File: src/rtl/sng_pkg.sv
// sng_pkg
//   Shared definitions for the stochastic number generator slice:
//   - sng_state_t      : stream controller state encoding
//   - SNG_DEFAULT_TAPS : maximal-length Fibonacci taps for an 8-bit LFSR
//   - SNG_MAX_W        : widest LFSR the rotl helper can handle
//   - rotl()           : rotate-left of the low 'width' bits of a value
package sng_pkg;

  typedef enum logic [1:0] {
    SNG_IDLE = 2'd0,
    SNG_RUN  = 2'd1,
    SNG_DONE = 2'd2
  } sng_state_t;

  localparam logic [7:0] SNG_DEFAULT_TAPS = 8'hB8;
  localparam int         SNG_MAX_W        = 32;

  // Bits at and above 'width' are ignored and returned as zero.
  // A shift amount that is a multiple of 'width' returns the value
  // unchanged; that case is split out because the right shift would
  // otherwise be by the full width.
  function automatic logic [SNG_MAX_W-1:0] rotl(
    input logic [SNG_MAX_W-1:0] value,
    input int                   amount,
    input int                   width = 8
  );
    logic [SNG_MAX_W-1:0] mask;
    logic [SNG_MAX_W-1:0] res;
    int                   a;
    a    = amount % width;
    mask = (width >= SNG_MAX_W) ? '1
                                : ((SNG_MAX_W'(1) << width) - SNG_MAX_W'(1));
    if (a == 0) begin
      res = value & mask;
    end else begin
      res = (((value & mask) << a) | ((value & mask) >> (width - a))) & mask;
    end
    return res;
  endfunction

endpackage

File: src/rtl/lfsr_zi.sv
// lfsr_zi
//   Zero-inserted (de Bruijn) Fibonacci LFSR. The all-zero state is spliced
//   into the normal maximal-length sequence, so the period is exactly
//   2^WIDTH and every WIDTH-bit value appears once per period.
//
// Ports:
//   clk    in  1      clock, rising edge
//   rst_n  in  1      asynchronous active-low reset (state <= START_STATE)
//   load   in  1      reload START_STATE (has priority over en)
//   en     in  1      advance one step
//   state  out WIDTH  current LFSR value
module lfsr_zi
  import sng_pkg::*;
#(
  parameter int               WIDTH       = 8,
  parameter logic [WIDTH-1:0] TAP_MASK    = SNG_DEFAULT_TAPS,
  parameter logic [WIDTH-1:0] START_STATE = 1
) (
  input  logic             clk,
  input  logic             rst_n,
  input  logic             load,
  input  logic             en,
  output logic [WIDTH-1:0] state
);

  logic feedback;

  // The extra XOR flips the feedback when the low WIDTH-1 bits are zero:
  // 10..0 goes to 00..0 instead of 00..01, and 00..0 then goes to 00..01.
  assign feedback = (^(state & TAP_MASK)) ^ (state[WIDTH-2:0] == '0);

  always_ff @(posedge clk or negedge rst_n) begin
    if (!rst_n) begin
      state <= START_STATE;
    end else if (load) begin
      state <= START_STATE;
    end else if (en) begin
      state <= {state[WIDTH-2:0], feedback};
    end
  end

endmodule

File: src/rtl/lfsr_sng_multi.sv
// lfsr_sng_multi
//   Multi-channel stochastic number generator. Every channel compares its
//   latched binary input against its own view of one shared zero-inserted
//   LFSR. In correlated mode all channels see the raw LFSR value. In
//   decorrelated mode channel i sees that value rotated left by
//   (i*ROT_STEP) mod WIDTH. A stream runs for a latched length, where 0 or
//   anything above 2^WIDTH means 2^WIDTH, and ends with a one-cycle done
//   pulse.
//
// Optional feature macro: SNG_ET_EN (early termination via et_stop, plus
//   et_flag and per-channel ones counters).
//
// Ports:
//   clk        in  1                        clock, rising edge
//   rst_n      in  1                        asynchronous active-low reset
//   start      in  1                        begin a stream (used only in IDLE)
//   corr_mode  in  1                        1 = shared value, 0 = rotated views
//   len        in  WIDTH+1                  stream length, 0 = 2^WIDTH
//   Bxs        in  NUM_INPUTS*WIDTH         channel i at [i*WIDTH +: WIDTH]
//   Xs         out NUM_INPUTS               stochastic bits, zero unless valid
//   valid      out 1                        Xs meaningful this cycle
//   busy       out 1                        controller not IDLE
//   done       out 1                        one-cycle pulse after last bit
//   cnt        out WIDTH+1                  bits emitted in current stream
//   et_stop    in  1                        (SNG_ET_EN) make this bit the last
//   et_flag    out 1                        (SNG_ET_EN) stream ended early
//   ones_cnt   out NUM_INPUTS*(WIDTH+1)     (SNG_ET_EN) per-channel ones
module lfsr_sng_multi
  import sng_pkg::*;
#(
  parameter int               WIDTH       = 8,
  parameter int               NUM_INPUTS  = 2,
  parameter logic [WIDTH-1:0] START_STATE = 1,
  parameter logic [WIDTH-1:0] TAP_MASK    = SNG_DEFAULT_TAPS,
  parameter int               ROT_STEP    = 4
) (
  input  logic                          clk,
  input  logic                          rst_n,
  input  logic                          start,
  input  logic                          corr_mode,
  input  logic [WIDTH:0]                len,
  input  logic [NUM_INPUTS*WIDTH-1:0]   Bxs,
`ifdef SNG_ET_EN
  input  logic                          et_stop,
  output logic                          et_flag,
  output logic [NUM_INPUTS*(WIDTH+1)-1:0] ones_cnt,
`endif
  output logic [NUM_INPUTS-1:0]         Xs,
  output logic                          valid,
  output logic                          busy,
  output logic                          done,
  output logic [WIDTH:0]                cnt
);

  localparam logic [WIDTH:0] FULL_LEN = {1'b1, {WIDTH{1'b0}}};

  sng_state_t                  state;
  logic [WIDTH-1:0]            lfsr_state;
  logic [NUM_INPUTS*WIDTH-1:0] bx_lat;
  logic                        corr_lat;
  logic [WIDTH:0]              len_lat;
  logic [WIDTH:0]              len_in_eff;
  logic                        accept;
  logic                        last_bit;
  logic [WIDTH-1:0]            r_view [NUM_INPUTS];
  logic [NUM_INPUTS-1:0]       cmp;

`ifdef SNG_ET_EN
  logic [WIDTH:0] ones_q [NUM_INPUTS];
  logic           et_flag_q;
`endif

  assign accept     = (state == SNG_IDLE) && start;
  assign len_in_eff = ((len == '0) || (len > FULL_LEN)) ? FULL_LEN : len;

  // cnt equals the index of the bit currently on Xs while in RUN.
`ifdef SNG_ET_EN
  assign last_bit = (cnt == (len_lat - 1'b1)) || et_stop;
`else
  assign last_bit = (cnt == (len_lat - 1'b1));
`endif

  lfsr_zi #(
    .WIDTH       (WIDTH),
    .TAP_MASK    (TAP_MASK),
    .START_STATE (START_STATE)
  ) u_lfsr (
    .clk   (clk),
    .rst_n (rst_n),
    .load  (accept),
    .en    (state == SNG_RUN),
    .state (lfsr_state)
  );

  // Channel 0 has zero rotation, so it matches the raw LFSR in both modes.
  always_comb begin
    cmp = '0;
    for (int i = 0; i < NUM_INPUTS; i++) begin
      r_view[i] = corr_lat ? lfsr_state
                           : WIDTH'(rotl(SNG_MAX_W'(lfsr_state),
                                         (i * ROT_STEP) % WIDTH, WIDTH));
      cmp[i] = bx_lat[i*WIDTH +: WIDTH] > r_view[i];
    end
  end

  assign Xs = valid ? cmp : '0;

  always_ff @(posedge clk or negedge rst_n) begin
    if (!rst_n) begin
      state    <= SNG_IDLE;
      valid    <= 1'b0;
      busy     <= 1'b0;
      done     <= 1'b0;
      cnt      <= '0;
      bx_lat   <= '0;
      corr_lat <= 1'b0;
      len_lat  <= FULL_LEN;
    end else begin
      case (state)
        SNG_IDLE: begin
          done <= 1'b0;
          if (start) begin
            state    <= SNG_RUN;
            valid    <= 1'b1;
            busy     <= 1'b1;
            cnt      <= '0;
            bx_lat   <= Bxs;
            corr_lat <= corr_mode;
            len_lat  <= len_in_eff;
          end
        end
        SNG_RUN: begin
          if (cnt < len_lat) begin
            cnt <= cnt + 1'b1;
          end
          if (last_bit) begin
            state <= SNG_DONE;
            valid <= 1'b0;
            done  <= 1'b1;
          end
        end
        SNG_DONE: begin
          state <= SNG_IDLE;
          busy  <= 1'b0;
          done  <= 1'b0;
        end
        default: begin
          state <= SNG_IDLE;
          valid <= 1'b0;
          busy  <= 1'b0;
          done  <= 1'b0;
        end
      endcase
    end
  end

`ifdef SNG_ET_EN
  // Ones counters track what Xs emits. They are cleared on start and held
  // afterwards. et_flag is raised together with done.
  always_ff @(posedge clk or negedge rst_n) begin
    if (!rst_n) begin
      et_flag_q <= 1'b0;
      for (int i = 0; i < NUM_INPUTS; i++) begin
        ones_q[i] <= '0;
      end
    end else begin
      if (accept) begin
        et_flag_q <= 1'b0;
        for (int i = 0; i < NUM_INPUTS; i++) begin
          ones_q[i] <= '0;
        end
      end else if (state == SNG_RUN) begin
        et_flag_q <= last_bit && et_stop;
        for (int i = 0; i < NUM_INPUTS; i++) begin
          ones_q[i] <= ones_q[i] + (WIDTH+1)'(cmp[i]);
        end
      end else begin
        et_flag_q <= 1'b0;
      end
    end
  end

  assign et_flag = et_flag_q;

  always_comb begin
    ones_cnt = '0;
    for (int i = 0; i < NUM_INPUTS; i++) begin
      ones_cnt[i*(WIDTH+1) +: (WIDTH+1)] = ones_q[i];
    end
  end
`endif

endmodule

File: config.mk
export PLATFORM = sky130hd
export DESIGN_NAME = lfsr_sng_multi
export DESIGN_NICKNAME = d
export VERILOG_FILES = /design/src/rtl/sng_pkg.sv /design/src/rtl/lfsr_zi.sv /design/src/rtl/lfsr_sng_multi.sv
export SDC_FILE = /design/constraint.sdc
export NUM_CORES = 1
export LEC_CHECK = 0
export CAP_MARGIN = 40
export CORE_MARGIN = 1
export CORE_UTILIZATION = 41
export CTS_CLUSTER_DIAMETER = 60
export DETAILED_ROUTE_END_ITERATION = 10
export PLACE_DENSITY = 0.66
export SYNTH_ARGS = -nofsm -noshare
export SYNTH_HDL_FRONTEND = slang
export SYNTH_SLANG_ARGS = --single-unit
export TNS_END_PERCENT = 10
File: constraint.sdc
create_clock -name clk -period 2.7 [get_ports clk]
set_clock_uncertainty 0.15 [all_clocks]
set_input_delay 0.54 -clock clk [delete_from_list [all_inputs] [get_ports clk]]
set_output_delay 0.54 -clock clk [all_outputs]
set_load 0.01 [all_outputs]
==> run_1/wires.png <==
Scale: 6 px per um. Two of the layers only.
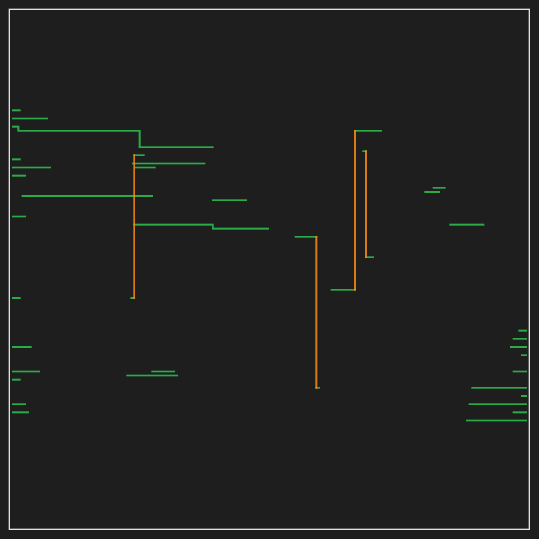
Key: orange = metal 4 [wire length 93.2 um]; green = metal 3 [wire length 211 um]
vias post-DR: 2478
final wirelength: 6.614 mm
Overall Global Routing Usage: 0.1919

==> run_1/layer_met2.png <==
Scale: 4 px per um. Cells faint in the background.
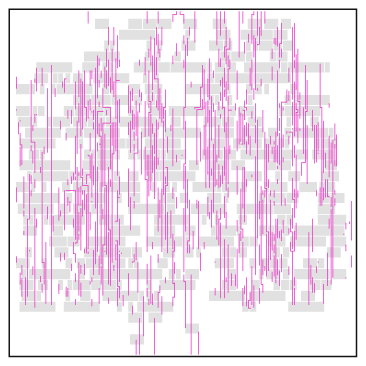
The layer carries 3460 um of wire. The longest straight run is 59.8 um. The wires run mostly vertical. 363 nets have wire on it.
GR Util met2: 0.3564

==> flow_summary_export.csv, run 1 <==
group,metric,value,unit
floorplanning,fp_util,0.4278,
status,outcome,"finished with violations",
timing,setup_violations,1,
grt,grt_pass1_wl,11.18,mm
detailed_routing,routed.top_layer,"met4",
setup_path,r2r_cells,8,
final_layout,num-multi-input-gates,239,
status,failed_checks,"setup timing",
yosys,mux_share,0.03082,
grt,gr-usage-met3,0.02952,
power,peakVddDrop,0.2939,mV
timing,worst_slack,-0.01799,ns
final_layout,lay_top_cells,"nand2_1 (61), dfrtp_1 (45), clkdlybuf4s50_1 (39)",
final_layout,syn_to_final_growth,26.11,%
floorplanning,taps,96,
yosys,synth_nets,378,
final_layout,buffer_area_frac,0.1426,
clocking,cts_tree,"done",
power,sw_frac_of_total,0.2108,
final_layout,inv_count,24,
grt,grt_pass1_vias,2479,
power,combPwrFrac,0.046,
yosys,avgSynthCellArea,9.134,um^2
power,p_leak,1.698,nW
setup_path,rr_endpoint,"valid",
grt,grt_use_met1,0.2261,
grt,busiest_layer,"met2",
setup_path,critPathCapture,"Xs[1]",
setup_path,timing.rr.start,"len_lat[1]",
==> run_1/clocks.png <==
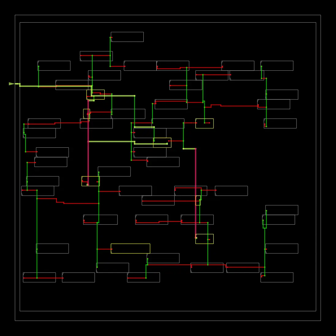
clock buffer count: 6
flop count: 48
clock-net power: 0.529 mW
CTS Buf Count: 5
later-pin clock latency in the skew report: 0.31 ns

==> run 1: Yosys cell counts (all sizes together), types with 4 or more instances <==
library cell,n
a21oi,17
o21ai,34
inv,24
nand2b,6
nor2,4
nand3,8
nor2b,5
mux2i,9
nand2,61
ha,29
or3,8
dfrtp,46
a21o,5
nand4,6
xnor2,8
and2,4
clkbuf,9
nand3b,6
==> run 1: power by group through the flow <==
stage          clock network (mW)  logic [mW]  registers [mW]
4_1_cts                     0.537      0.0622           0.718
2_1_floorplan                   0     0.00402           0.733
5_1_grt                     0.568      0.0675           0.719
3_5_place_dp                    0      0.0620           0.733
6_report                    0.529      0.0606           0.718
3_3_place_gp                    0      0.0615           0.733
==> run 1: per-stage QoR <==
step | worst slack (ns) | total power [mW] | hold WS (ns) | cells | setup TNS (ns)
after global placement | -0.0009395 | 0.7940 | 0.3132 | 460 | -0.0009395
final | -0.01799 | 1.308 | 0.1672 | 472 | -0.01799
after floorplan | 0.1694 | 0.7368 | 0.09441 | 320 | 0
after detailed placement | -0.08623 | 0.7945 | 0.3173 | 460 | -0.08623
after CTS | -0.06532 | 1.317 | 0.1939 | 470 | -0.1228
after global routing | -0.1030 | 1.354 | 0.2340 | 472 | -0.1030
==> run 1: what timing repair did <==
action                     4_1_cts  5_1_grt
pin swaps                        5        7
setup endpoints to repair        2        6
hold buffers                     0        0
gates resized                   10       13
buffers inserted                 2        2
==> run 1: flip-flops by register name, summed over array words and instances (netlist names) <==
signal / flops
bx_lat: 16
cnt: 9
valid: 1
len_lat: 9
u_lfsr.state: 8
state: 2
done: 1
busy: 1
corr_lat: 1
==> run 1: worst reg2reg max path, delay by kind of cell, from the launching register on <==
kind,cells,cell delay [ns]
simple gates,3,0.71
compound gates,3,0.71
fa+ha+maj,1,0.21
flops,1,0.43
buf+inv,1,0.11
==> run_1/io_fan.png <==
Scale: 4 px per um.
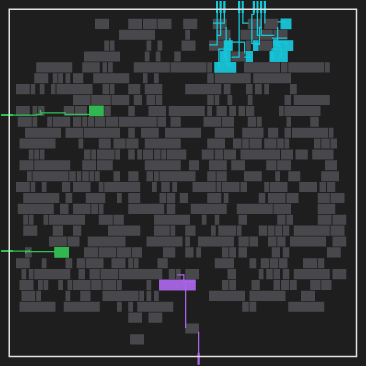

--- run 2 (diff from run 1) ---
--- a/config.mk
+++ b/config.mk
@@ -11,6 +11,7 @@
 export CTS_CLUSTER_DIAMETER = 60
 export DETAILED_ROUTE_END_ITERATION = 10
 export PLACE_DENSITY = 0.66
+export SLEW_MARGIN = 40
 export SYNTH_ARGS = -nofsm -noshare
 export SYNTH_HDL_FRONTEND = slang
 export SYNTH_SLANG_ARGS = --single-unit
==> run_2/io_fan.png <==
Scale: 4 px per um.
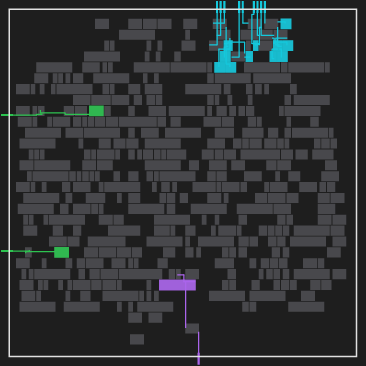
Key: cyan = len [bits 9, direction input, end cells 11, buffers 9, wire 136 um]; purple = busy [bits 1, direction output, end cells 1, buffers 1, wire 23.7 um]; green = Xs [bits 2, direction output, end cells 2, buffers 2, wire 33.4 um]
io pins: 43
number of port buffers: 42

==> run_2/detail.png <==
Region (55, 55) to (75, 75) um. Cells in grey, sequential cells in the stronger grey; small squares are vias.
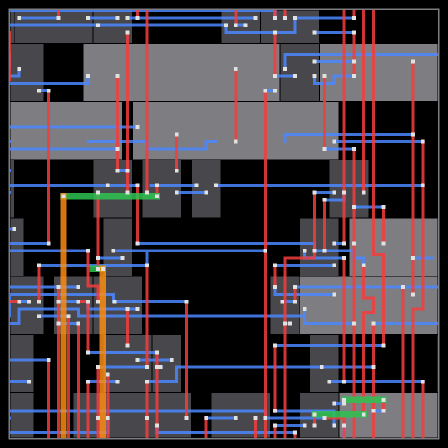
Key: green = metal 3; blue = metal 1; orange = metal 4; red = metal 2
Netlist names of flops here include len_lat (6). Sequential cells in the window: 6. Most frequent: o21ai_0 (6), dfrtp_1 (5), inv_1 (4). 28 logic cells have their middle in the window.

==> run_2/wires.png <==
Scale: 6 px per um. Two of the layers only.
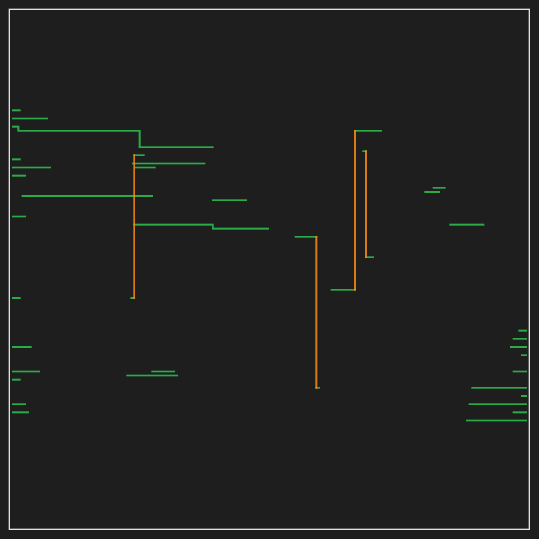
Key: green = metal 3 [wire length 211 um]; orange = metal 4 [wire length 93.2 um]
final wirelength: 6.616 mm
vias post-DR: 2475
drt wl/cell: 14.02 um

==> run 2 against run 1 <==
Compared with the run above:
- the run still ends with setup timing left
- via count shrank 0.12%
- core utilization rose by 0.055 points
- die area stayed put
- sequential cell count stayed put
- first-iteration DRC count stayed put
- global-route usage did not move
- power unchanged
- worst hold slack stayed put
- cell count is the same
==> flow_summary_export.csv, run 2 <==
group,metric,value,unit
clocking,hold_buffers,0,
yosys,ys_sh_adder,0.1241,
power,totalPowerFinal,1.308,mW
floorplanning,fp.dieW,86.43,um
floorplanning,chipHeight,86.43,um
setup_path,crit_path_start,"u_lfsr.state[5]",
grt,track_usage,0.1919,
grt,grt_pass1_wl,11.18,mm
yosys,avgSynthCellArea,9.134,um^2
yosys,mux_share,0.03082,
floorplanning,dieArea,7470,um^2
timing,worst_slack,-0.01799,ns
final_layout,largest_register_ffs,16,
setup_path,timing.rr.start,"len_lat[1]",
yosys,top_cell,"nand2_1",
timing,whs,0.1672,ns
yosys,synth_nets,378,
power,peakVddDrop,0.2940,mV
setup_path,crit_required,2.01,ns
worst_hold_path,hold_path_class,"in2async",
power,p_leak,1.698,nW
clocking,cts_setup_buffers,2,
clocking,cts_resized,10,
yosys,synthTopCellsByCount,"nand2_1 (61), dfrtp_1 (46), o21ai_0 (33)",
final_layout,largest_register,"bx_lat",
final_layout,lay_top_cells,"nand2_1 (61), dfrtp_1 (45), clkdlybuf4s50_1 (39)",
clocking,numCtsBuffers,5,
status,failed_checks,"setup timing",
status,outcome,"finished with violations",
clocking,cts_tree,"done",
final_layout,reg_top3,"bx_lat (16), cnt (9), len_lat (9)",
final_layout,syn_to_final_growth,26.24,%
timing,setup_violations,1,
detailed_routing,first_iter_violations,78,
clocking,clkLatencyLatePin,0.31,ns
run 2: final cells by class:
cell class / count / area (um^2)
multi-input cells: 239 / 1642
flip-flops and latches: 48 / 1205
well taps: 96 / 120.1
fillers: 656 / 3142
clock inverters: 2 / 35.03
clock buffers: 6 / 72.57
inverters: 24 / 90.09
repair buffers: 57 / 525.5
run 2: routing by layer:
metal / part of all wire / routed length [um] / vias up / global-route usage
met4: 0.014 / 93 / 0 / 0.06061
met5: 0 / 0 / - / 0
met1: 0.43 / 2845 / 1182 / 0.2261
li1: - / - / 1232 / -
met3: 0.032 / 211 / 9 / 0.02952
met2: 0.52 / 3466 / 52 / 0.3564
run 2: final timing paths:
path	endpoint	slack, ns	depth (start not counted)
worst min-delay path	cnt[6]	0.17	2
worst max register to register	valid	0.24	8
worst min register to register	bx_lat[6]	0.33	2
worst max-delay path	Xs[1]	-0.02	10
min in group clk	bx_lat[6]	0.33	2
max in group asynchronous	corr_lat	1.78	2
run 2: power breakdown:
part           leakage (nW)  internal (mW)  switching, mW
Combinational          1.09         0.0382         0.0225
Sequential            0.553          0.718              0
Clock                0.0552          0.275          0.253
run 2: stage by stage:
stage | cell area, um^2 | cells | TNS (ns) | worst slack (ns)
final | 3690 | 472 | -0.01799 | -0.01799
after floorplan | 2923 | 320 | 0 | 0.1694
after global routing | 3690 | 472 | -0.1030 | -0.1030
after global placement | 3507 | 460 | -0.0009395 | -0.0009395
after detailed placement | 3507 | 460 | -0.08623 | -0.08623
after CTS | 3631 | 470 | -0.1228 | -0.06532
run 2: critical path, cell delays in order (launching register included):
cell and delay, ns:
dfrtp_1 0.42, buf_6 0.14, mux2i_4 0.16, ha_4 0.22, nor2b_1 0.12, o21ai_1 0.14
nand2b_1 0.08, a21oi_2 0.12, o21ai_1 0.08, o211a_1 0.12, buf_2 0.13
Power and IR drop assume default switching activity.
